File: config.mk
export PLATFORM = sky130hd
export DESIGN_NAME = intr_ctrl
export DESIGN_NICKNAME = d
export VERILOG_FILES = /design/src/rtl/intr_ctrl_pkg.sv /design/src/rtl/intr_ctrl_sync_edge.sv /design/src/rtl/intr_ctrl.sv
export SDC_FILE = /design/constraint.sdc
export NUM_CORES = 1
export LEC_CHECK = 0
export CORE_UTILIZATION = 46
export DETAILED_ROUTE_END_ITERATION = 16
export PLACE_DENSITY = 0.94
export SLEW_MARGIN = 20
export SYNTH_ARGS = -nofsm -noshare
export SYNTH_HDL_FRONTEND = slang
export SYNTH_SLANG_ARGS = --single-unit
File: constraint.sdc
create_clock -name clk_ -period 3.6 [get_ports clk_]
set_input_delay 0.72 -clock clk_ [delete_from_list [all_inputs] [get_ports clk_]]
set_output_delay 0.72 -clock clk_ [all_outputs]
set_load 0.005 [all_outputs]
File: src/rtl/intr_ctrl_pkg.sv
// Shared definitions for the 8085-style interrupt unit: source indices, default vectors, SIM bit positions.
package intr_ctrl_pkg;

  localparam int unsigned SRC_W = 5;
  localparam int unsigned VEC_W = 16;
  localparam int unsigned RIM_W = 8;

  localparam int unsigned INT_TRAP = 0;
  localparam int unsigned INT_R75  = 1;
  localparam int unsigned INT_R65  = 2;
  localparam int unsigned INT_R55  = 3;
  localparam int unsigned INT_INTR = 4;

  localparam logic [VEC_W-1:0] DEF_VEC_TRAP = 16'h0024;
  localparam logic [VEC_W-1:0] DEF_VEC_R75  = 16'h003C;
  localparam logic [VEC_W-1:0] DEF_VEC_R65  = 16'h0034;
  localparam logic [VEC_W-1:0] DEF_VEC_R55  = 16'h002C;

  localparam int unsigned SIM_SOD  = 7;
  localparam int unsigned SIM_SOE  = 6;
  localparam int unsigned SIM_R75R = 4;
  localparam int unsigned SIM_MSE  = 3;

  typedef struct packed {
    logic [SRC_W-1:0] src;
    logic [VEC_W-1:0] vec;
    logic             ext;
  } int_win_t;

endpackage

File: src/rtl/intr_ctrl_sync_edge.sv
// Multi-flop synchroniser for one async pin, with a rising-edge pulse on the synced value.
module intr_ctrl_sync_edge #(
  parameter int unsigned SYNC_STG = 2
) (
  input  logic clk_,
  input  logic rst_,
  input  logic pin,
  output logic lvl,
  output logic rise_c
);

  logic [SYNC_STG-1:0] sync_q;
  logic                prev_q;

  always_ff @(posedge clk_ or negedge rst_) begin
    if (!rst_) begin
      sync_q <= '0;
      prev_q <= 1'b0;
    end else begin
      sync_q <= {sync_q[SYNC_STG-2:0], pin};
      prev_q <= sync_q[SYNC_STG-1];
    end
  end

  assign lvl    = sync_q[SYNC_STG-1];
  assign rise_c = lvl & ~prev_q;

endmodule

File: src/rtl/intr_ctrl.sv
// 8085-style interrupt unit: pin sync, masks/IE, boundary priority resolve, SIM/RIM.
// Optional serial I/O (SOD/SID) enabled by defining INTR_SERIAL_EN.
module intr_ctrl
  import intr_ctrl_pkg::*;
#(
  parameter int unsigned       SYNC_STG = 2,
  parameter logic [VEC_W-1:0]  VEC_TRAP = DEF_VEC_TRAP,
  parameter logic [VEC_W-1:0]  VEC_R75  = DEF_VEC_R75,
  parameter logic [VEC_W-1:0]  VEC_R65  = DEF_VEC_R65,
  parameter logic [VEC_W-1:0]  VEC_R55  = DEF_VEC_R55
) (
  input  logic             clk_,
  input  logic             rst_,
  input  logic             pin_trap,
  input  logic             pin_r75,
  input  logic             pin_r65,
  input  logic             pin_r55,
  input  logic             pin_intr,
  input  logic             sim_wr,
  input  logic [7:0]       sim_dat,
  input  logic             ei_set,
  input  logic             di_clr,
  input  logic             int_smp,
  input  logic             int_ack,
  output logic             int_req,
  output logic             int_ext,
  output logic [SRC_W-1:0] int_src,
  output logic [VEC_W-1:0] int_vec,
  output logic             int_wake,
  output logic [RIM_W-1:0] rim_dat,
  output logic             pin_sod,
  input  logic             pin_sid
);

  logic trap_lvl, trap_rise_c, r75_lvl, r75_rise_c;
  logic r65_lvl, r65_rise_c, r55_lvl, r55_rise_c, intr_lvl, intr_rise_c;
  logic sid_lvl;

  intr_ctrl_sync_edge #(.SYNC_STG(SYNC_STG)) u_sync_trap (.clk_(clk_), .rst_(rst_), .pin(pin_trap), .lvl(trap_lvl), .rise_c(trap_rise_c));
  intr_ctrl_sync_edge #(.SYNC_STG(SYNC_STG)) u_sync_r75  (.clk_(clk_), .rst_(rst_), .pin(pin_r75),  .lvl(r75_lvl),  .rise_c(r75_rise_c));
  intr_ctrl_sync_edge #(.SYNC_STG(SYNC_STG)) u_sync_r65  (.clk_(clk_), .rst_(rst_), .pin(pin_r65),  .lvl(r65_lvl),  .rise_c(r65_rise_c));
  intr_ctrl_sync_edge #(.SYNC_STG(SYNC_STG)) u_sync_r55  (.clk_(clk_), .rst_(rst_), .pin(pin_r55),  .lvl(r55_lvl),  .rise_c(r55_rise_c));
  intr_ctrl_sync_edge #(.SYNC_STG(SYNC_STG)) u_sync_intr (.clk_(clk_), .rst_(rst_), .pin(pin_intr), .lvl(intr_lvl), .rise_c(intr_rise_c));

  logic unused_rise;
  assign unused_rise = &{1'b0, r75_lvl, r65_rise_c, r55_rise_c, intr_rise_c};

  logic       trap_l, r75_l, ie, ie_dly;
  logic [2:0] mask_q;  // {m75, m65, m55}

  logic trap_v, r75_v, r65_v, r55_v, intr_v, any_v, smp_take;
  int_win_t win;

  assign trap_v   = trap_l & trap_lvl;
  assign r75_v    = r75_l & ~mask_q[2] & ie;
  assign r65_v    = r65_lvl & ~mask_q[1] & ie;
  assign r55_v    = r55_lvl & ~mask_q[0] & ie;
  assign intr_v   = intr_lvl & ie;
  assign any_v    = trap_v | r75_v | r65_v | r55_v | intr_v;
  assign smp_take = int_smp & ~int_req & ~int_ack;

  // Fixed priority TRAP > 7.5 > 6.5 > 5.5 > INTR.
  always_comb begin
    win = '0;
    if (trap_v) begin
      win.src[INT_TRAP] = 1'b1;
      win.vec           = VEC_TRAP;
    end else if (r75_v) begin
      win.src[INT_R75] = 1'b1;
      win.vec          = VEC_R75;
    end else if (r65_v) begin
      win.src[INT_R65] = 1'b1;
      win.vec          = VEC_R65;
    end else if (r55_v) begin
      win.src[INT_R55] = 1'b1;
      win.vec          = VEC_R55;
    end else if (intr_v) begin
      win.src[INT_INTR] = 1'b1;
      win.ext           = 1'b1;
    end
  end

  always_ff @(posedge clk_ or negedge rst_) begin
    if (!rst_) begin
      int_req <= 1'b0;
      int_ext <= 1'b0;
      int_src <= '0;
      int_vec <= '0;
    end else if (int_ack) begin
      int_req <= 1'b0;
      int_ext <= 1'b0;
      int_src <= '0;
      int_vec <= '0;
    end else if (smp_take && any_v) begin
      int_req <= 1'b1;
      int_ext <= win.ext;
      int_src <= win.src;
      int_vec <= win.vec;
    end
  end

  // Pending latches: a fresh edge always beats any clear in the same clock.
  always_ff @(posedge clk_ or negedge rst_) begin
    if (!rst_) begin
      trap_l <= 1'b0;
      r75_l  <= 1'b0;
      mask_q <= 3'b111;
    end else begin
      if (trap_rise_c) trap_l <= 1'b1;
      else if (int_ack && int_src[INT_TRAP]) trap_l <= 1'b0;

      if (r75_rise_c) r75_l <= 1'b1;
      else if (sim_wr && sim_dat[SIM_R75R]) r75_l <= 1'b0;
      else if (int_ack && int_src[INT_R75]) r75_l <= 1'b0;

      if (sim_wr && sim_dat[SIM_MSE]) mask_q <= sim_dat[2:0];
    end
  end

  // EI takes effect only after the following boundary has been resolved.
  always_ff @(posedge clk_ or negedge rst_) begin
    if (!rst_) begin
      ie     <= 1'b0;
      ie_dly <= 1'b0;
    end else if (di_clr || int_ack) begin
      ie     <= 1'b0;
      ie_dly <= 1'b0;
    end else begin
      if (smp_take && ie_dly) begin
        ie     <= 1'b1;
        ie_dly <= 1'b0;
      end
      if (ei_set) ie_dly <= 1'b1;
    end
  end

  always_ff @(posedge clk_ or negedge rst_) begin
    if (!rst_) begin
      int_wake <= 1'b0;
      rim_dat  <= 8'h07;
    end else begin
      int_wake <= any_v;
      rim_dat  <= {sid_lvl, r75_l, r65_lvl, r55_lvl, ie, mask_q};
    end
  end

`ifdef INTR_SERIAL_EN
  logic sid_rise_c;
  intr_ctrl_sync_edge #(.SYNC_STG(SYNC_STG)) u_sync_sid (.clk_(clk_), .rst_(rst_), .pin(pin_sid), .lvl(sid_lvl), .rise_c(sid_rise_c));

  logic unused_sid;
  assign unused_sid = &{1'b0, sid_rise_c};

  always_ff @(posedge clk_ or negedge rst_) begin
    if (!rst_) pin_sod <= 1'b0;
    else if (sim_wr && sim_dat[SIM_SOE]) pin_sod <= sim_dat[SIM_SOD];
  end
`else
  assign pin_sod = 1'b0;
  assign sid_lvl = 1'b0;

  logic unused_sid;
  assign unused_sid = &{1'b0, pin_sid, sim_dat[7:6]};
`endif

endmodule

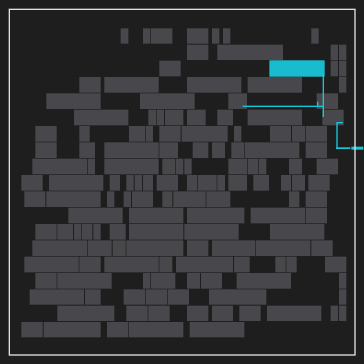
(nets reached from selected ports)
(6 px per um)
port	color	bits	direction	edge	end cells	buffers	wire
int_ext	cyan	1	output	right	1	1	28.4 um

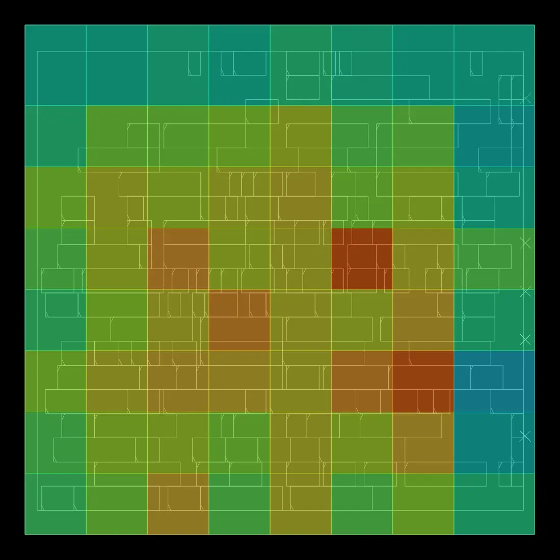
(track usage over the die)
layer with the highest usage: met2
GR Layer Usage met3: 4.54%
Global Route Usage Sum: 16.8%
met2 Use GR: 27.6%
met1 Use GR: 20.8%

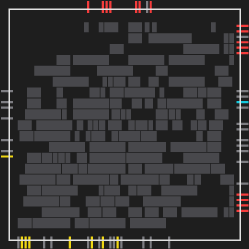
(pin map)
(4 px per um) Pins as bars across the die edge, other pins in gray.
port	color	pins	direction	edge
int_vec	red	16	output	9 right, 7 top
int_ext	cyan	1	output	right
sim_dat	yellow	8	input	7 bottom, 1 left
all pins by edge	21 right, 18 bottom, 8 top, 7 left
die height: 57.4 um
die span in x: 57.4 um
I/O Buffers: 35

==> flow_metrics.py <==
# Physical implementation metrics
metrics = {
    "logic_synthesis": {
        "yosys_cells": 107,
        "synthCells": 107,
        "yosysWarnings": 0,
        "ys_seq_share_pct": 64.4,
        "top_cells_by_area": "dfrtp_1, dfstp_2, buf_4",
        "syn-cell-area_um2": 1410,
        "ys.flops": 36,
    },
    "global_routing": {
        "antenna_found_initial": 0,
        "grt_max_degree": 37,
    },
    "place": {
        "globalplace.congestion": 0.787,
    },
    "outcome": {
        "status": "finished with violations",
        "violations": "design-rule violations",
    },
    "critical_path": {
        "cp_top_family": "flip-flops",
        "start_kind": "flip-flop",
        "reg2regPathDepth": 4,
        "worst-path-buf-inv": 1,
        "max_stage_delay_ns": 0.54,
    },
    "worst_hold_path": {
        "hold_end": "u_sync_trap.sync_q[1]$_DFF_PN0_",
        "worstHoldPathType": "flip-flop to flip-flop",
    },
    "layout": {
        "instances_no_fill": 178,
        "layout.nets": 167,
        "fin_util_pct": 63.6,
        "area_growth_pct": 27.7,
        "drive_gt1_share_pct": 17.7,
    },
    "routing": {
        "wl_um": 2470,
        "drc": 5,
        "viasPerCell": 4.97,
    },
    "cts": {
        "cts_hold_buf": 0,
        "cts-buffers-inserted": 5,
        "cts_tree": "yes",
        "path_clk_slew_ns": 0.11,
    },
    "timing": {
        "fin_crit_ns": 2.08,
        "setup_viol": 0,
        "post-route-period-util_pct": 57.9,
    },
    "power_and_ir_drop": {
        "combPwrFrac_pct": 11.5,
        "p_switching_uw": 185,
        "ir_worst_vdd_uv": 296,
        "clkPwrFrac_pct": 33.5,
    },
    "floorplan": {
        "die-area_um2": 3290,
        "core_um2": 2830,
        "num_io_pins": 54,
    },
}
==> area by class of cell <==
cell class	instances	area, um2
Clock buffer	6	41.3
Sequential cell	36	908
Timing Repair Buffer	36	358
Multi-Input combinational cell	64	408
Clock inverter	2	35.0
Tap cell	31	38.8
Inverter	3	11.3
Fill cell	225	1030
==> per-stage QoR <==
step,hold slack [ns],power (mW),setup WS [ns],area [um2]
5_1_grt,0.370,0.866,1.46,1800
4_1_cts,0.366,0.833,1.50,1800
3_3_place_gp,0.334,0.552,1.30,1720
3_5_place_dp,0.336,0.557,1.25,1720
6_report,0.363,0.825,1.52,1800
2_1_floorplan,0.331,0.508,1.87,1460
==> cells by family after synthesis <==
logic type | count (synthesis) | synth area share (%)
flip-flops | 36 | 64.4
AND/OR/NAND/NOR | 26 | 10.7
buffers and inverters | 20 | 10.1
AND-OR/OR-AND | 18 | 9.58
multiplexers | 6 | 4.88
other | 1 | 0.266
==> power by group through the flow <==
stage          logic (mW)  clock network [mW]  registers (mW)
3_3_place_gp       0.0921                   0           0.460
6_report           0.0949               0.276           0.454
3_5_place_dp       0.0953                   0           0.462
4_1_cts            0.0958               0.283           0.454
5_1_grt             0.104               0.304           0.458
2_1_floorplan      0.0483                   0           0.460
==> sequential cells by signal, summed over array words and instances, names as in the netlist, 2 cells and up <==
name / flops
int_src: 4
int_vec: 3
mask_q: 3
rim_dat: 7
u_sync_intr.sync_q: 2
u_sync_r55.sync_q: 2
u_sync_r65.sync_q: 2
u_sync_r75.sync_q: 2
u_sync_trap.sync_q: 2
==> layer usage <==
layer / GRT usage (%) / share of wire (%)
met2: 27.6 / 51
met1: 20.8 / 41
met5: 0 / 0
met4: 7.32 / 1.8
met3: 4.54 / 6.2
No activity file was given, so power comes from the tool's default toggle rates.
